`config.mk`:
```
export PLATFORM = sky130hd
export DESIGN_NAME = bram_port_arbiter
export DESIGN_NICKNAME = d
export VERILOG_FILES = /design/src/rtl/bram_arb_pkg.sv /design/src/rtl/bram_arb_fsm.sv /design/src/rtl/bram_port_arbiter.sv
export SDC_FILE = /design/constraint.sdc
export NUM_CORES = 1
export LEC_CHECK = 0
export CAP_MARGIN = 20
export CORE_AREA = 2 2 124 126
export CTS_BUF_LIST = sky130_fd_sc_hd__clkbuf_8
export CTS_CLUSTER_SIZE = 12
export DETAILED_ROUTE_END_ITERATION = 8
export DIE_AREA = 0 0 126 128
export PLACE_DENSITY_LB_ADDON = 0.1
export SLEW_MARGIN = 15
export SYNTH_ARGS = -nofsm -noshare
export SYNTH_HDL_FRONTEND = slang
export SYNTH_SLANG_ARGS = --single-unit
```
`constraint.sdc`:
```
create_clock -name wb_clk_i -period 5.6 [get_ports wb_clk_i]
set_clock_uncertainty 0.05 [all_clocks]
set_input_delay 1.68 -clock wb_clk_i [delete_from_list [all_inputs] [get_ports wb_clk_i]]
set_output_delay 1.68 -clock wb_clk_i [all_outputs]
set_load 0.03 [all_outputs]
```
`src/rtl/bram_arb_pkg.sv`:
```
// Shared definitions for the two-master blockram port arbiter: FSM encodings,
// master indices and the data word returned on a watchdog-generated ack.
package bram_arb_pkg;

    typedef enum logic [1:0] {
        IDLE    = 2'b00,
        GNT0    = 2'b01,
        GNT1    = 2'b10,
        RELEASE = 2'b11
    } arb_state_t;

    localparam logic        M_ADC        = 1'b0;
    localparam logic        M_HOST       = 1'b1;
    localparam logic [31:0] TIMEOUT_DATA = 32'hDEAD_DEAD;

endpackage

```
`src/rtl/bram_arb_fsm.sv`:
```
// Grant FSM with round-robin pointer; grant registered one cycle after cyc,
// held until the owner drops cyc, then one RELEASE dead cycle before IDLE.
module bram_arb_fsm
    import bram_arb_pkg::*;
#(
    parameter int PRIO_M0 = 0
) (
    input  logic       wb_clk_i,
    input  logic       reset,
    input  logic       m0_cyc_i,
    input  logic       m1_cyc_i,
    output arb_state_t state,
    output logic [1:0] grant
);

    logic last;

    // m0 wins when alone, under fixed priority, or when m1 was served last.
    logic pick_m0;
    assign pick_m0 = m0_cyc_i && (!m1_cyc_i || (PRIO_M0 != 0) || (last == M_HOST));

    always_ff @(posedge wb_clk_i) begin
        if (reset) begin
            state <= IDLE;
            grant <= 2'b00;
            last  <= M_HOST;
        end else begin
            case (state)
                IDLE: begin
                    if (pick_m0) begin
                        state <= GNT0;
                        grant <= 2'b01;
                        last  <= M_ADC;
                    end else if (m1_cyc_i) begin
                        state <= GNT1;
                        grant <= 2'b10;
                        last  <= M_HOST;
                    end
                end
                GNT0: begin
                    if (!m0_cyc_i) begin
                        state <= RELEASE;
                        grant <= 2'b00;
                    end
                end
                GNT1: begin
                    if (!m1_cyc_i) begin
                        state <= RELEASE;
                        grant <= 2'b00;
                    end
                end
                RELEASE: begin
                    state <= IDLE;
                    grant <= 2'b00;
                end
                default: begin
                    state <= IDLE;
                    grant <= 2'b00;
                end
            endcase
        end
    end

endmodule

```
`src/rtl/bram_port_arbiter.sv`:
```
// Two-master Wishbone arbiter for the blockram port; slave sees cyc 1 cycle after request, waiting master gets ack=0.
// ARB_TIMEOUT_EN adds a watchdog that synthesises an ack plus sticky timeout_o when the slave stalls.
module bram_port_arbiter
    import bram_arb_pkg::*;
#(
    parameter int PRIO_M0        = 0,
    parameter int TIMEOUT_CYCLES = 255,
    parameter int AW             = 32
) (
    input  logic          wb_clk_i,
    input  logic          reset,
    input  logic          m0_cyc_i,
    input  logic          m0_stb_i,
    input  logic          m0_we_i,
    input  logic [3:0]    m0_sel_i,
    input  logic [AW-1:0] m0_adr_i,
    input  logic [31:0]   m0_dat_i,
    output logic [31:0]   m0_dat_o,
    output logic          m0_ack_o,
    input  logic          m1_cyc_i,
    input  logic          m1_stb_i,
    input  logic          m1_we_i,
    input  logic [3:0]    m1_sel_i,
    input  logic [AW-1:0] m1_adr_i,
    input  logic [31:0]   m1_dat_i,
    output logic [31:0]   m1_dat_o,
    output logic          m1_ack_o,
    output logic          s_cyc_o,
    output logic          s_stb_o,
    output logic          s_we_o,
    output logic [3:0]    s_sel_o,
    output logic [AW-1:0] s_adr_o,
    output logic [31:0]   s_dat_o,
    input  logic [31:0]   s_dat_i,
    input  logic          s_ack_i,
    output logic [1:0]    grant_o,
    output logic [1:0]    state_o
`ifdef ARB_TIMEOUT_EN
    ,
    output logic          timeout_o
`endif
);

    if (TIMEOUT_CYCLES < 1 || TIMEOUT_CYCLES > 255) begin : g_bad_timeout
        $error("TIMEOUT_CYCLES must be within 1..255");
    end

    arb_state_t state;
    logic       granted;
    logic       owner_stb;
    logic       wd_fire;

    bram_arb_fsm #(
        .PRIO_M0 (PRIO_M0)
    ) u_fsm (
        .wb_clk_i (wb_clk_i),
        .reset    (reset),
        .m0_cyc_i (m0_cyc_i),
        .m1_cyc_i (m1_cyc_i),
        .state    (state),
        .grant    (grant_o)
    );

    assign state_o   = state;
    assign granted   = (state == GNT0) || (state == GNT1);
    assign owner_stb = (state == GNT0) ? m0_stb_i :
                       (state == GNT1) ? m1_stb_i : 1'b0;

    // Slave side: owner's signals pass straight through, everything else is quiet.
    always_comb begin
        s_cyc_o = 1'b0;
        s_stb_o = 1'b0;
        s_we_o  = 1'b0;
        s_sel_o = '0;
        s_adr_o = '0;
        s_dat_o = '0;
        case (state)
            GNT0: begin
                s_cyc_o = m0_cyc_i;
                s_stb_o = m0_stb_i;
                s_we_o  = m0_we_i;
                s_sel_o = m0_sel_i;
                s_adr_o = m0_adr_i;
                s_dat_o = m0_dat_i;
            end
            GNT1: begin
                s_cyc_o = m1_cyc_i;
                s_stb_o = m1_stb_i;
                s_we_o  = m1_we_i;
                s_sel_o = m1_sel_i;
                s_adr_o = m1_adr_i;
                s_dat_o = m1_dat_i;
            end
            default: ;
        endcase
    end

    always_comb begin
        m0_ack_o = 1'b0;
        m0_dat_o = '0;
        m1_ack_o = 1'b0;
        m1_dat_o = '0;
        case (state)
            GNT0: begin
                m0_ack_o = s_ack_i | wd_fire;
                m0_dat_o = wd_fire ? TIMEOUT_DATA : s_dat_i;
            end
            GNT1: begin
                m1_ack_o = s_ack_i | wd_fire;
                m1_dat_o = wd_fire ? TIMEOUT_DATA : s_dat_i;
            end
            default: ;
        endcase
    end

`ifdef ARB_TIMEOUT_EN
    localparam logic [7:0] TO_LIMIT = 8'(TIMEOUT_CYCLES);

    logic [7:0] wd_cnt;
    logic       timeout_q;

    assign wd_fire   = granted && owner_stb && !s_ack_i && (wd_cnt == TO_LIMIT);
    assign timeout_o = timeout_q;

    // Counter restarts with every grant (it is held at zero outside one) and every real ack.
    always_ff @(posedge wb_clk_i) begin
        if (reset) begin
            wd_cnt    <= 8'd0;
            timeout_q <= 1'b0;
        end else begin
            if (!granted || s_ack_i || wd_fire) begin
                wd_cnt <= 8'd0;
            end else if (owner_stb) begin
                wd_cnt <= wd_cnt + 8'd1;
            end
            if (wd_fire) begin
                timeout_q <= 1'b1;
            end
        end
    end
`else
    logic unused_wd;
    assign unused_wd = granted & owner_stb;
    assign wd_fire   = 1'b0;
`endif

endmodule

```
### The metal 2 layer

Cells faint in the background.
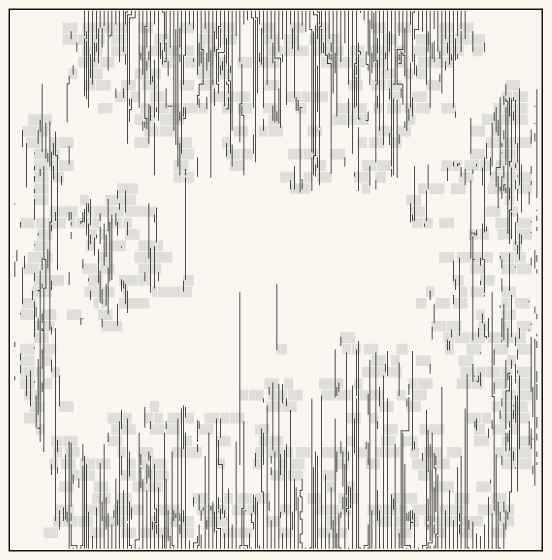
wire length on this layer: 6520 µm
longest straight run: 49.0 µm
main direction: vertical
final WL: 12000 µm
M2 GR Usage: 25.5%
Via Count: 3037

### Placed cells, one colour a class

Fill, decap, tap and diode cells in grey.
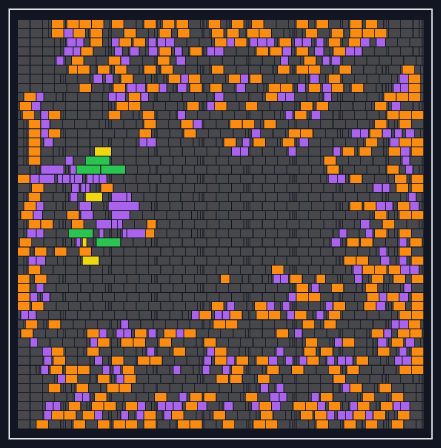
legend:
  yellow:
    class: clock drivers and dummy loads
    cells: 4
  orange:
    class: remaining buffers and delay cells
    cells: 322
  green:
    class: sequential cells
    cells: 5
  purple:
    class: remaining logic cells
    cells: 235
Layout Utilization: 35.0%
core area: 14900 µm²
post-route cell area: 5200 µm²
flop share of the area: 1.93%

==> impl_metrics.py <==
# Auto-generated metrics
metrics = {
    "layout": {
        "finalNetCount": 748,
        "inv_count": 3,
        "n_fill_cell": 1574,
        "regArea_um2": 100,
        "buf_share_pct": 61.8,
        "final_cells": 754,
        "area_growth_syn_to_layout_pct": 184,
        "area_share_clock_buf_inv_pct": 0.867,
        "sh_comb_area_pct": 30.7,
        "num-clock-buffers": 3,
        "drive_gt1_share_pct": 2.65,
        "comb.multi_input.count": 232,
        "non_clock_buffer_count": 322,
    },
    "global_route": {
        "grt_use_total_pct": 13.6,
    },
    "clock_tree": {
        "cts-root-buf": "clkbuf_8",
        "clock_path_buffers": 2,
        "cts_tree": "done",
        "cts_buffers": 3,
        "clkTransAtPathRegs_ns": 0.03,
        "cts_num_sinks": 5,
        "cts_resized": 0,
        "clk_latency_ns": 0.22,
        "ctsHoldBuffers": 0,
    },
    "critical_path": {
        "crit_start": "m0_cyc_i",
        "crit_slowest_cell": "clkdlybuf4s50_1",
        "cp-start-kind": "primary input",
        "crit_chain": "clkdlybuf4s50_1, a22oi_2, and2b_1, clkdlybuf4s50_1",
        "worst-endpoint-required_ns": 3.87,
        "cp-end-kind": "primary output",
    },
    "power": {
        "p_total_mw": 1.84,
        "pwr-share-comb_pct": 93.3,
        "power_frac_clock_pct": 3.5,
        "peakVddDrop_v": 0.000162,
        "power.net_switching_uw": 986,
        "power.static_leakage_nw": 1.77,
    },
    "die": {
        "fp_util_pct": 12.3,
        "die_width_um": 126,
    },
    "synth": {
        "ys_cells": 272,
        "seq_area_frac_synth_pct": 5.47,
        "syn_nets": 453,
        "synthFlopType": "dfxtp_1",
        "netlist.area_leader.share_pct": 28.7,
        "async_flop_share_pct": 0,
        "top_cells_by_area": "a22oi_1 29%, nor2b_1 24%, and2_1 23%, dfxtp_1 5.5%, clkbuf_1 4.1%",
        "yosys-top-cells-count": "70 x a22oi_1, 70 x nor2b_1, 66 x and2_1",
        "postSynthCellCount": 272,
        "synth.cell_area_um2": 1830,
        "top_area_cell": "a22oi_1",
        "synth-edff-count": 0,
    },
    "sta": {
        "hold_viol": 0,
        "period_used_pct": 89.2,
        "worst_pin_slew_ns": 0.904,
        "setup_violations": 0,
        "period_minus_slack_ns": 4.99,
        "tns_ns": 0,
        "slew-limit-headroom_pct": 39.8,
        "maxSlewViolCount": 0,
        "rsz0062_at_grt": "false",
    },
    "route": {
        "drtPass1Iterations": 4,
        "ant_nets": 0,
        "drc": 0,
        "drt-wirelength-per-cell_um": 16.0,
        "via_per_inst": 4.03,
    },
    "flow_run": {
        "cap_violations": 0,
        "warning_count": 29,
    },
    "outcome": {
        "outcome": "complete, no violations",
    },
    "worst_hold_path": {
        "hp-class": "register to register",
    },
    "placement": {
        "post-place-ws_ns": 0.610,
        "dp.cells": 750,
    },
}
### Port wiring

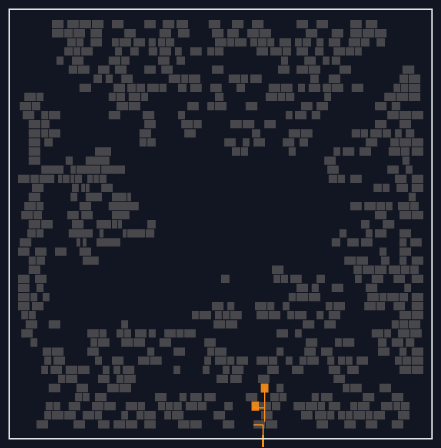
legend:
  orange:
    port: s_ack_i
    bits: 1
    direction: input
    edge: bottom
    end_cells: 2
    buffers: 1
    wire: 19.8 µm
# port buffers: 317
I/O Pins: 318

[registers in the layout (all words and copies together), names as in the netlist]
name and flops:
u_fsm.state 2, u_fsm.grant 2, u_fsm.last 1
[worst max-delay path, delay by kind of cell]
kind,cells,cell delay (ns)
AOI/OAI and AO/OA,1,0.11
and+or+nand+nor,1,0.23
buffers and inverters,2,1.24
[path summary, 6_finish.rpt]
| path | endpoint | slack, ns | cells after the start |
|---|---|---|---|
| worst max-delay path | s_cyc_o | 0.61 | 4 |
| worst min register to register | u_fsm.grant[1] | 0.42 | 2 |
| worst min-delay path | u_fsm.grant[1] | 0.42 | 2 |
| worst max register to register | u_fsm.state[1] | 3.56 | 7 |
[power groups by stage]
stage	Sequential, mW	Combinational (mW)	Clock (mW)
3_3_place_gp	0.0598	1.75	0
6_report	0.0597	1.72	0.0645
2_1_floorplan	0.0768	1.02	0
5_1_grt	0.0625	1.84	0.0684
4_1_cts	0.0603	1.75	0.0666
3_5_place_dp	0.0601	1.75	0
[logic make-up (layout without fill, tap and decap cells)]
logic type	count (synthesis)	in the layout	synth area share (%)
AND/OR/NAND/NOR	148	148	49.8
AND-OR/OR-AND	78	78	32.6
buffers and inverters	35	329	8.34
flip-flops	5	5	5.47
adder cells (fa/ha/maj)	4	4	2.73
multiplexers	2	2	1.09
[metal layers]
metal / routed length (µm) / GRT usage [%]
met1: 4720 / 16.7
met2: 6520 / 25.5
met3: 666 / 2.00
met4: 132 / 2.20
met5: 0 / 0
[placed cells by master, fill, tap and decap left out, drive strengths merged, types with 2 or more instances in the layout]
cell,count
mux2i,2
dfxtp,5
inv,4
a31oi,2
buf,5
nor2,5
clkdlybuf4s50,317
clkbuf,3
nand2b,2
and2,66
nor2b,70
ha,4
a22oi,71
a21oi,3
No activity file was given, so power comes from the tool's default toggle rates.
